### Met2 routing

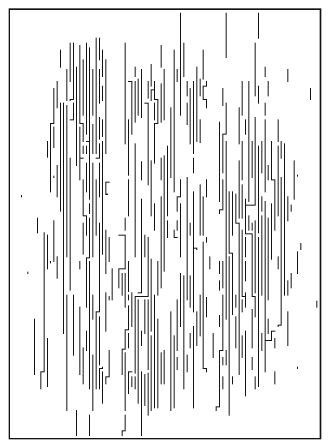
### Cells coloured by class

Scale bar: 10 µm. Fill, decap, tap and diode cells in grey.
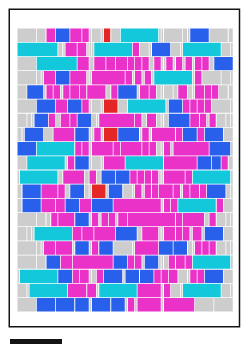
### Sizing map

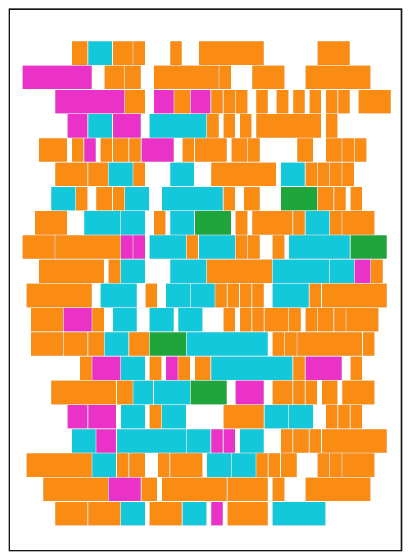
### Clock wiring as the flow saved it

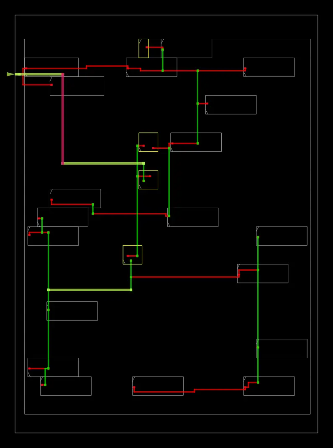
`config.mk`:
```
export PLATFORM = sky130hd
export DESIGN_NAME = tune_sequencer_flat
export DESIGN_NICKNAME = d
export VERILOG_FILES = /design/src/rtl/tune_sequencer_pkg.sv /design/src/rtl/tune_sequencer_if.sv /design/src/rtl/tune_sequencer_rom.sv /design/src/rtl/tune_sequencer.sv /design/src/flat_wrapper.sv
export SDC_FILE = /design/constraint.sdc
export NUM_CORES = 1
export LEC_CHECK = 0
export ABC_AREA = 1
export CORE_ASPECT_RATIO = 1.4
export CORE_UTILIZATION = 46
export DETAILED_ROUTE_END_ITERATION = 8
export MAX_ROUTING_LAYER = met4
export PLACE_DENSITY_LB_ADDON = 0.1
export SETUP_SLACK_MARGIN = 0.5
export SYNTH_ARGS = -nofsm -noshare
export SYNTH_HDL_FRONTEND = slang
export SYNTH_HIERARCHICAL = 1
export SYNTH_SLANG_ARGS = --single-unit
```
`constraint.sdc`:
```
create_clock -name clk_i -period 2.5 [get_ports clk_i]
set_input_delay 0.5 -clock clk_i [delete_from_list [all_inputs] [get_ports clk_i]]
set_output_delay 0.5 -clock clk_i [all_outputs]
set_load 0.01 [all_outputs]
```
`src/rtl/tune_sequencer_pkg.sv`:
```
// tune_pkg: shared types and constants for the Pong sound-event sequencer.
//   - state encoding of the sequencer FSM
//   - requester indices (bit position in Req/Grant/Pending)
//   - note/duration widths and the tune table (one row per requester)
//   - hi_idx(): index of the highest set bit, used for priority arbitration
package tune_pkg;

    localparam int TUNE_LEN = 4;
    localparam int NUM_REQ  = 3;
    localparam int STEP_W   = $clog2(TUNE_LEN);
    localparam int IDX_W    = $clog2(NUM_REQ);
    localparam int NOTE_W   = 4;
    localparam int DUR_W    = 4;
    localparam int ENTRY_W  = NOTE_W + DUR_W;

    localparam int REQ_HIT   = 0;
    localparam int REQ_WALL  = 1;
    localparam int REQ_SCORE = 2;

    typedef enum logic [2:0] {
        IDLE  = 3'd0,
        ISSUE = 3'd1,
        ARM   = 3'd2,
        WAIT  = 3'd3,
        NEXT  = 3'd4
    } state_e;

    typedef struct packed {
        logic [NOTE_W-1:0] note;
        logic [DUR_W-1:0]  dur;
    } entry_t;

    // Each byte is {note, duration}; duration 0 terminates a tune.
    // Row order follows the requester index (hit, wall, score).
    localparam logic [ENTRY_W-1:0] TUNE_TABLE [NUM_REQ][TUNE_LEN] = '{
        '{8'h11, 8'h00, 8'h00, 8'h00},
        '{8'h21, 8'h31, 8'h00, 8'h00},
        '{8'h41, 8'h51, 8'h61, 8'h72}
    };

    function automatic logic [IDX_W-1:0] hi_idx(input logic [NUM_REQ-1:0] v);
        hi_idx = '0;
        for (int i = 0; i < NUM_REQ; i++) begin
            if (v[i]) hi_idx = IDX_W'(i);
        end
    endfunction

endpackage

```
`src/rtl/tune_sequencer_if.sv`:
```
// tune_sequencer_if: bundle between game logic / note player and the sequencer.
//   req    : per-requester one-cycle request pulses (bit0 hit, bit1 wall, bit2 score)
//   over   : note-player done level (1 = current note finished)
//   note   : note number to the player
//   dur    : note duration to the player
//   start  : one-cycle note start pulse
//   grant  : one-hot requester being served, 0 when idle
//   busy   : sequencer not idle
//   done   : one-cycle pulse on tune completion or abort
// master = sequencer side, slave = environment side.
interface tune_sequencer_if;
    import tune_pkg::*;

    logic [NUM_REQ-1:0] req;
    logic               over;
    logic [NOTE_W-1:0]  note;
    logic [DUR_W-1:0]   dur;
    logic               start;
    logic [NUM_REQ-1:0] grant;
    logic               busy;
    logic               done;

    modport master (input req, over, output note, dur, start, grant, busy, done);
    modport slave  (output req, over, input note, dur, start, grant, busy, done);

endinterface

```
`src/rtl/tune_sequencer_rom.sv`:
```
// tune_rom: combinational tune table lookup.
//   tune_i  : requester index selecting the tune
//   step_i  : entry within the tune
//   entry_o : {note, duration}; all-zero for an out-of-range tune index
module tune_rom
    import tune_pkg::*;
(
    input  logic [IDX_W-1:0]  tune_i,
    input  logic [STEP_W-1:0] step_i,
    output entry_t            entry_o
);

    always_comb begin
        entry_o = '0;
        if (int'(tune_i) < NUM_REQ) entry_o = entry_t'(TUNE_TABLE[tune_i][step_i]);
    end

endmodule

```
`src/rtl/tune_sequencer.sv`:
```
// tune_sequencer: latches sound requests, arbitrates by fixed priority
// (highest index wins) and plays the selected tune one note at a time,
// handshaking with the note player through start (pulse) / over (level).
//   clk_i  : clock, rising edge
//   rst_i  : synchronous active-high reset
//   seq_if : tune_sequencer_if.master (req/over in; note/dur/start/grant/busy/done out)
// Optional feature macro: TUNE_PREEMPT_EN -- at a note boundary a pending
// higher-priority request aborts the running tune.
module tune_sequencer
    import tune_pkg::*;
(
    input  logic               clk_i,
    input  logic               rst_i,
    tune_sequencer_if.master   seq_if
);

    state_e              state_q, state_d;
    logic [NUM_REQ-1:0]  pend_q, pend_d;
    logic [NUM_REQ-1:0]  grant_q, grant_d;
    logic [STEP_W-1:0]   step_q, step_d;
    logic [NOTE_W-1:0]   note_q, note_d;
    logic [DUR_W-1:0]    dur_q, dur_d;

    logic [IDX_W-1:0]    win_idx, cur_idx, rom_idx;
    logic [STEP_W-1:0]   rom_step;
    logic                win_vld, last, preempt;
    entry_t              rom_e;

    assign win_vld = |pend_q;
    assign win_idx = hi_idx(pend_q);
    assign cur_idx = hi_idx(grant_q);

    // One ROM port: in IDLE it fetches entry 0 of the winner, otherwise the
    // entry after the current one (terminator check and next-note load).
    assign rom_idx  = (state_q == IDLE) ? win_idx : cur_idx;
    assign rom_step = (state_q == IDLE) ? '0 : step_q + STEP_W'(1);

    tune_rom u_rom (
        .tune_i  (rom_idx),
        .step_i  (rom_step),
        .entry_o (rom_e)
    );

    assign last = (step_q == STEP_W'(TUNE_LEN - 1)) || (rom_e.dur == '0);

`ifdef TUNE_PREEMPT_EN
    assign preempt = win_vld && (win_idx > cur_idx);
`else
    assign preempt = 1'b0;
`endif

    always_comb begin
        state_d = state_q;
        // Requests for the tune currently being served are dropped.
        pend_d  = pend_q | (seq_if.req & ~grant_q);
        grant_d = grant_q;
        step_d  = step_q;
        note_d  = note_q;
        dur_d   = dur_q;
        unique case (state_q)
            IDLE: begin
                if (win_vld) begin
                    state_d = ISSUE;
                    grant_d = NUM_REQ'(1) << win_idx;
                    pend_d  = pend_d & ~grant_d;
                    step_d  = '0;
                    note_d  = rom_e.note;
                    dur_d   = rom_e.dur;
                end
            end
            ISSUE: state_d = ARM;
            // Player drops over once it has taken the note.
            ARM:   if (!seq_if.over) state_d = WAIT;
            WAIT:  if (seq_if.over)  state_d = NEXT;
            NEXT: begin
                if (last || preempt) begin
                    state_d = IDLE;
                    grant_d = '0;
                end else begin
                    state_d = ISSUE;
                    step_d  = step_q + STEP_W'(1);
                    note_d  = rom_e.note;
                    dur_d   = rom_e.dur;
                end
            end
            default: state_d = IDLE;
        endcase
    end

    always_ff @(posedge clk_i) begin
        if (rst_i) begin
            state_q <= IDLE;
            pend_q  <= '0;
            grant_q <= '0;
            step_q  <= '0;
            note_q  <= '0;
            dur_q   <= '0;
        end else begin
            state_q <= state_d;
            pend_q  <= pend_d;
            grant_q <= grant_d;
            step_q  <= step_d;
            note_q  <= note_d;
            dur_q   <= dur_d;
        end
    end

    assign seq_if.note  = note_q;
    assign seq_if.dur   = dur_q;
    assign seq_if.grant = grant_q;
    assign seq_if.start = (state_q == ISSUE);
    assign seq_if.busy  = (state_q != IDLE);
    assign seq_if.done  = (state_q == NEXT) && (last || preempt);

endmodule

```
`src/flat_wrapper.sv`:
```
// flat-port wrapper written by rule: the top's interface ports become plain ports
module tune_sequencer_flat import tune_pkg::*;
  (clk_i, rst_i, seq_if_req, seq_if_over, seq_if_note, seq_if_dur, seq_if_start, seq_if_grant, seq_if_busy, seq_if_done);
  tune_sequencer_if seq_if_i ();
  input  logic clk_i;
  input  logic rst_i;
  input wire logic [$bits(seq_if_i.req)-1:0] seq_if_req;
  input wire logic [$bits(seq_if_i.over)-1:0] seq_if_over;
  output wire logic [$bits(seq_if_i.note)-1:0] seq_if_note;
  output wire logic [$bits(seq_if_i.dur)-1:0] seq_if_dur;
  output wire logic [$bits(seq_if_i.start)-1:0] seq_if_start;
  output wire logic [$bits(seq_if_i.grant)-1:0] seq_if_grant;
  output wire logic [$bits(seq_if_i.busy)-1:0] seq_if_busy;
  output wire logic [$bits(seq_if_i.done)-1:0] seq_if_done;
  assign seq_if_i.req = seq_if_req;
  assign seq_if_i.over = seq_if_over;
  assign seq_if_note = seq_if_i.note;
  assign seq_if_dur = seq_if_i.dur;
  assign seq_if_start = seq_if_i.start;
  assign seq_if_grant = seq_if_i.grant;
  assign seq_if_busy = seq_if_i.busy;
  assign seq_if_done = seq_if_i.done;
  tune_sequencer u_core (.clk_i(clk_i), .rst_i(rst_i), .seq_if(seq_if_i));
endmodule
```
==> flow_summary.json <==
{
  "status": "complete, but fails checks",
  "violations": "setup timing",
  "cpMostUsedCell": "inv_2",
  "ys_cells": 166,
  "initCoreUtil_pct": 50.1,
  "drc": 0,
  "yosysWarningCount": 6,
  "syn_inst": 166,
  "syn_to_final_growth_pct": 55.5,
  "synth_top_area_share_pct": 33.7,
  "maxCapViolCount": 0,
  "netlist_area_mm2": 0.00113,
  "clkLatencyLatePin_ns": 0.29,
  "clk_pin_slew_ns": 0.11,
  "drtIter0Drc": 59,
  "flop_area_um2": 383,
  "pwr-share-seq_pct": 21.2,
  "setup_total_negative_slack_ns": -2.70,
  "holdBufCountCts": 0,
  "lay_top_cells": "28 x buf_4, 28 x nor2_1, 24 x inv_1, 23 x nand2_1, 17 x dfxtp_1",
  "warnings": 33,
  "preCtsSetupSlack_ns": -0.376,
  "comb_cells": 113,
  "grt_pass1_wl_mm": 4.89,
  "fin_ws_ns": -0.271,
  "final-nonclk-buf-share_pct": 25.7,
  "cp_top_family": "simple AND/OR/NAND/NOR gates",
  "sh_seq_area_pct": 21.8,
  "cts_resized": 26,
  "antenna_left": 0,
  "final_util_pct": 77.9,
  "final.min_clock_period_ns": 2.77,
  "grt_max_degree": 16,
  "cp-end-kind": "output pin",
  "die_y_um": 60.6,
  "ys_types": 26,
  "grt_pass1_vias": 1193,
  "fill_cells": 159,
  "max-vdd-ir-drop_uv": 818,
  "pwr-share-comb_pct": 71.8,
  "pin_count": 20,
  "clkCellAreaFrac_pct": 1.50,
  "combGateArea_um2": 746,
  "avgSynthCellArea_um2": 6.80,
  "setup_viol": 15,
  "internal_power_mw": 1.26,
  "path_cells": "inv_2 > nand2_4 > nor2_4 > inv_4 > nor2_4 > inv_2 > o21ai_4 > inv_2 > ha_4 > inv_2 > a21oi_2 > nand2_1 > nand2_1 > nor2_1 > nand2_1 > a21boi_2 > buf_2",
  "core_area_mm2": 0.00225,
  "nNonClkInverters": 32,
  "final_max_slew_viol_count": 0,
  "yosysChipArea_mm2": 0.00113,
  "mux_area_share_pct": 0,
  "n_antenna_cell": 0
}
Notes on 'Met2 routing' above:
share of all routed wire: 55%
nets with wire on the layer: 192
main direction: vertical
wire length on this layer: 1,770 µm

Notes on 'Cells coloured by class' above:
legend:
  remaining buffers and delay cells:
    colour: blue
    cells: 52
    share_of_their_area: 26%
  combinational and other logic:
    colour: magenta
    cells: 145
    share_of_their_area: 50%
  clock drivers and dummy loads:
    colour: red
    cells: 4
    share_of_their_area: 1.5%
  sequential cells:
    colour: cyan
    cells: 19
    share_of_their_area: 22%

Notes on 'Sizing map' above:
legend:
  _2 cells:
    colour: magenta
    cells: 23
  _6 and larger:
    colour: green
    cells: 5
  _0 and _1 cells:
    colour: orange
    cells: 145
  _3 and _4 cells:
    colour: cyan
    cells: 47

Notes on 'Clock wiring as the flow saved it' above:
total CTS buffers: 3
Flops: 19

## registers in the layout (all words and copies together) (netlist names)
name,cells
u_core/step_q,2
u_core/seq_if.dur,4
u_core/seq_if.note,4
u_core/state_q,3
u_core/seq_if.grant,3
u_core/pend_q,3
## power groups by stage
| stage | clock network (mW) | logic [mW] | registers, mW |
|---|---|---|---|
| after floorplan | 0 | 0.760 | 0.522 |
| after global placement | 0 | 1.26 | 0.481 |
| after detailed placement | 0 | 1.30 | 0.488 |
| after CTS | 0.168 | 1.50 | 0.482 |
| after global routing | 0.184 | 1.79 | 0.500 |
| final | 0.160 | 1.65 | 0.487 |
## layer usage
layer	share of wire, %	track usage, %
met1	41	25.0
met2	55	48.0
met3	2.4	2.68
met4	1.2	9.96
met5	0	-
## Yosys cell counts (all sizes together)
library cell	number
dfxtp	19
nand3b	1
nor3	1
inv	32
clkbuf	2
a21oi	10
ha	6
nand4	6
conb	1
nand3	17
o31ai	1
o21ai	1
nor3b	1
nand2	30
a21boi	2
buf	4
nor2	32
## through the flow
step                      cell area [µm²]  total power [mW]  instances
after detailed placement             1510              1.79        226
after floorplan                      1160              1.28        168
final                                1760              2.30        242
after CTS                            1680              2.15        238
after global routing                 1760              2.47        242
after global placement               1510              1.74        226
## worst paths after layout
check,from,endpoint,slack (ns),depth (start not counted)
setup / recovery,u_core/state_q[0],seq_if_done,-0.27,17
hold reg to reg,u_core/seq_if.note[3],u_core/seq_if.note[3],0.48,2
hold / removal,u_core/seq_if.note[3],u_core/seq_if.note[3],0.48,2
setup reg to reg,u_core/state_q[0],u_core/seq_if.grant[1],-0.21,23
## cells by family after synthesis
group           Yosys count
fa+ha+maj                 6
simple gates             88
buf+inv                  38
compound gates           14
flops                    19
other cells               1
No activity file was given, so power comes from the tool's default toggle rates.
